**config.mk**
```make
export PLATFORM = sky130hd
export DESIGN_NAME = ws2801_receiver
export DESIGN_NICKNAME = d
export VERILOG_FILES = /design/src/rtl/ws2801_receiver.sv
export SDC_FILE = /design/constraint.sdc
export NUM_CORES = 1
export LEC_CHECK = 0
export ABC_AREA = 1
export CORE_MARGIN = 1.5
export CORE_UTILIZATION = 30
export DETAILED_ROUTE_END_ITERATION = 8
export SLEW_MARGIN = 20
export SYNTH_ARGS = -nofsm -noshare
export SYNTH_HDL_FRONTEND = slang
export SYNTH_SLANG_ARGS = --single-unit
```
**constraint.sdc**
```tcl
create_clock -name clk -period 1.37 [get_ports clk]
set_input_delay 0.2055 -clock clk [delete_from_list [all_inputs] [get_ports clk]]
set_output_delay 0.2055 -clock clk [all_outputs]
set_load 0.02 [all_outputs]
```
**src/rtl/ws2801_receiver.sv**
```systemverilog
// ws2801_receiver: WS2801 (CKI/SDI) pixel receiver.
// Oversamples CKI/SDI in the clk domain, captures the first 24 bits of a
// frame as an RGB word and latches it once CKI has stayed low for LATCH_US.
// Bits after the first 24 are forwarded on CKO/SDO for daisy-chaining.
// Optional feature macro: WS2801_RX_FWD_EN (forwarding logic); when it is
// undefined, cko/sdo are tied low and later bits are simply ignored.
module ws2801_receiver #(
  parameter int unsigned FREQ        = 100_000_000,
  parameter int unsigned LATCH_US    = 500,
  parameter int unsigned SYNC_STAGES = 2
) (
  input  logic        clk,
  input  logic        rst,
  input  logic        cki,
  input  logic        sdi,
  output logic        cko,
  output logic        sdo,
  output logic [23:0] rgb,
  output logic        rgb_valid,
  output logic        frame_err,
  output logic        busy
);

  localparam int unsigned TIMEOUT = (FREQ / 1_000_000) * LATCH_US;
  localparam int unsigned CW      = $clog2(TIMEOUT) + 1;

  typedef enum logic [1:0] {
    IDLE    = 2'd0,
    CAPTURE = 2'd1,
    FORWARD = 2'd2
  } state_t;

  state_t                 state;
  state_t                 state_next;
  logic [SYNC_STAGES-1:0] cki_sync;
  logic [SYNC_STAGES-1:0] sdi_sync;
  logic                   cki_s;
  logic                   sdi_s;
  logic                   cki_q;
  logic                   rise;
  logic                   timeout;
  logic [CW-1:0]          idle_cnt;
  logic [4:0]             bit_cnt;
  logic [23:0]            shreg;
  logic                   shift_en;
  logic                   first_bit;
  logic                   latch;
  logic                   discard;

  assign cki_s   = cki_sync[SYNC_STAGES-1];
  assign sdi_s   = sdi_sync[SYNC_STAGES-1];
  assign rise    = cki_s & ~cki_q;
  assign timeout = ~cki_s & (idle_cnt == CW'(TIMEOUT));

  // Equal-depth synchronizers keep CKI and SDI aligned; one extra flop for edge detect.
  always_ff @(posedge clk) begin
    if (rst) begin
      cki_sync <= '0;
      sdi_sync <= '0;
      cki_q    <= 1'b0;
    end else begin
      cki_sync <= {cki_sync[SYNC_STAGES-2:0], cki};
      sdi_sync <= {sdi_sync[SYNC_STAGES-2:0], sdi};
      cki_q    <= cki_s;
    end
  end

  // CKI-low duration counter, saturating at TIMEOUT (reset saturated: no spurious latch).
  always_ff @(posedge clk) begin
    if (rst) begin
      idle_cnt <= CW'(TIMEOUT);
    end else if (cki_s) begin
      idle_cnt <= '0;
    end else if (idle_cnt != CW'(TIMEOUT)) begin
      idle_cnt <= idle_cnt + CW'(1);
    end
  end

  // State register.
  always_ff @(posedge clk) begin
    if (rst) begin
      state <= IDLE;
    end else begin
      state <= state_next;
    end
  end

`ifdef WS2801_RX_FWD_EN
  logic fall;
  logic arm;
  logic fwd_arm;

  assign fall = ~cki_s & cki_q;
`endif

  // Next-state and control decode.
  always_comb begin
    state_next = state;
    shift_en   = 1'b0;
    first_bit  = 1'b0;
    latch      = 1'b0;
    discard    = 1'b0;
    busy       = (state != IDLE);
`ifdef WS2801_RX_FWD_EN
    arm        = 1'b0;
`endif
    case (state)
      IDLE: begin
        if (rise) begin
          shift_en   = 1'b1;
          first_bit  = 1'b1;
          state_next = CAPTURE;
        end
      end
      CAPTURE: begin
        if (rise) begin
          shift_en = 1'b1;
          if (bit_cnt == 5'd23) begin
            state_next = FORWARD;
          end
        end else if (timeout) begin
          if (bit_cnt == 5'd24) begin
            latch = 1'b1;
          end else begin
            discard = 1'b1;
          end
          state_next = IDLE;
        end
      end
      FORWARD: begin
        if (timeout) begin
          latch      = 1'b1;
          state_next = IDLE;
        end
`ifdef WS2801_RX_FWD_EN
        else if (fall) begin
          arm = 1'b1;
        end
`endif
      end
      default: begin
        state_next = IDLE;
      end
    endcase
  end

  // Capture shift register, bit counter and latched output word.
  always_ff @(posedge clk) begin
    if (rst) begin
      shreg     <= '0;
      bit_cnt   <= '0;
      rgb       <= '0;
      rgb_valid <= 1'b0;
      frame_err <= 1'b0;
    end else begin
      rgb_valid <= latch;
      frame_err <= discard;
      if (shift_en) begin
        shreg <= {shreg[22:0], sdi_s};
        if (first_bit) begin
          bit_cnt <= 5'd1;
        end else if (bit_cnt != 5'd24) begin
          bit_cnt <= bit_cnt + 5'd1;
        end
      end
      if (latch) begin
        rgb <= shreg;
      end
      if (latch || discard) begin
        bit_cnt <= '0;
      end
    end
  end

`ifdef WS2801_RX_FWD_EN
  // Forwarding is armed by the fall that ends bit 23, so that edge never reaches cko.
  always_ff @(posedge clk) begin
    if (rst) begin
      fwd_arm <= 1'b0;
      cko     <= 1'b0;
      sdo     <= 1'b0;
    end else begin
      if (latch || discard) begin
        fwd_arm <= 1'b0;
      end else if (arm) begin
        fwd_arm <= 1'b1;
      end
      if (fwd_arm) begin
        cko <= cki_s;
        sdo <= sdi_s;
      end else begin
        cko <= 1'b0;
        sdo <= 1'b0;
      end
    end
  end
`else
  assign cko = 1'b0;
  assign sdo = 1'b0;
`endif

endmodule

```
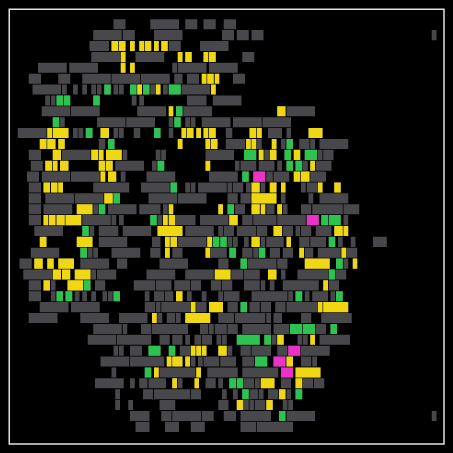
Fig. 1. Gate families picked out.
Drawn at 4 px/um.
[magenta] xor and xnor cells | cells: 5 | most used: xor2_1
[yellow] nand cells | cells: 138 | most used: nand2_1
[green] aoi and oai cells | cells: 59 | most used: o21ai_0

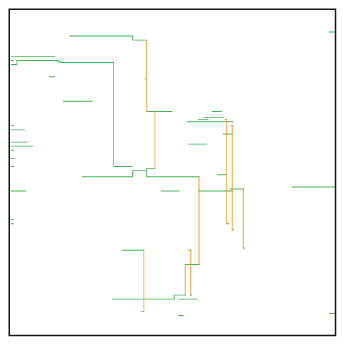
Fig. 2. Metal layers overlaid.
Drawn at 3 px/um. Two of the layers only.
[green] M3 | wire length: 304 um
[orange] M4 | wire length: 241 um

==> state kept, by name, indices dropped and copies added, names as in the netlist <==
name / flops
cki_sync: 2
frame_err: 1
rgb: 24
rgb_valid: 1
sdi_sync: 2
shreg: 24
state: 2
bit_cnt: 5
cki_q: 1
idle_cnt: 17
==> worst reg2reg max path: cells and delay by family (launching register included) <==
| kind | cells | cell delay [ns] |
|---|---|---|
| fa+ha+maj | 1 | 0.12 |
| buf+inv | 4 | 0.34 |
| simple gates | 8 | 0.75 |
| flops | 1 | 0.34 |
==> timing repair <==
action / in CTS / in global routing
resized: 98 / 77
hold endpoints to repair: 0 / 0
gates cloned: 1 / 1
setup endpoints to repair: 96 / 74
pin swaps: 21 / 26
setup buffers: 9 / 10
==> metrics by stage <==
step                cell area [um^2]  setup TNS [ns]  total power, mW  worst slack [ns]
global placement                4210           -7.50             2.99            -0.251
global route                    4970          -12.67             5.01            -0.333
CTS                             4650           -5.27             4.72            -0.174
detailed placement              4210          -10.24             3.01            -0.354
floorplan                       3380           -1.98             2.81           -0.0867
finish                          4970           -6.76             4.76            -0.217
==> cells by family after synthesis <==
kind of cell,share of synthesized area
AOI/OAI and AO/OA,0.0888
buffers and inverters,0.0824
DFF,0.476
and+or+nand+nor,0.309
adders and majority gates,0.0301
xor gates and xnor gates,0.0132
other,0.00113
==> worst min path at each step <==
stage,slack [ns],to,cells past startpoint
detailed placement,0.41,cki_sync[1]$_SDFF_PP0_,2
global placement,0.41,cki_sync[1]$_SDFF_PP0_,2
CTS,0.37,sdi_sync[0]$_SDFF_PP0_,3
global route,0.40,sdi_sync[0]$_SDFF_PP0_,3
finish,0.38,sdi_sync[0]$_SDFF_PP0_,3
floorplan,0.31,cki_sync[0]$_SDFF_PP0_,2
==> results.toml <==
# implementation run metrics
[layout]
regArea_um2 = 1600
buffers = 104
antenna_cells = 0
seq_share = 0.322
inv_count = 48
clockBufferCount = 9

[routing]
antenna_left = 0
routedWlPerCell_um = 12.0
drt_pass1_iterations = 4
wl_met1_um = 3620
route.detailed.drc = 0
wl_met3_um = 304
top_layer_used = "met4"

[floorplan]
tap_cells = 140
die_y_um = 108
core_area_um2 = 10800

[sta]
holdWs_ns = 0.381
slew_violations = 0
skew_ns = 0.0124
fmax_mhz = 630
fin_ws_ns = -0.217
final-setup-viol-count = 61

[yosys]
synth-main-ff-cell = "dfxtp_1"
synthesis.area_um2 = 3330
synth_area_per_cell_um2 = 7.34
synth_cell_types = 28

[critical_path]
crit_type = "reg2reg"
arrival_ns = 1.90
critPathBufInv = 4
reg2reg_from = "idle_cnt[0]$_SDFFE_PP0N_"
crit_family = "simple AND/OR/NAND/NOR gates"

[cts]
htreeDepth = 3
cts_buffers = 9
cts_tree = "yes"
clk_path_buf_depth = 2
clock-sinks = 79
cts-hold-fix-buffers = 0

[global_route]
grt-ovfl-total = 0
grtUsageMet3 = 0.0392

[hold_path]
hp-start = "sdi"

[run_status]
status = "finished with violations"
violations = "setup timing"

[placed_design]
port_buffers = 30

[pwr]
pg_comb_uw = 692
Power and IR drop assume default switching activity.
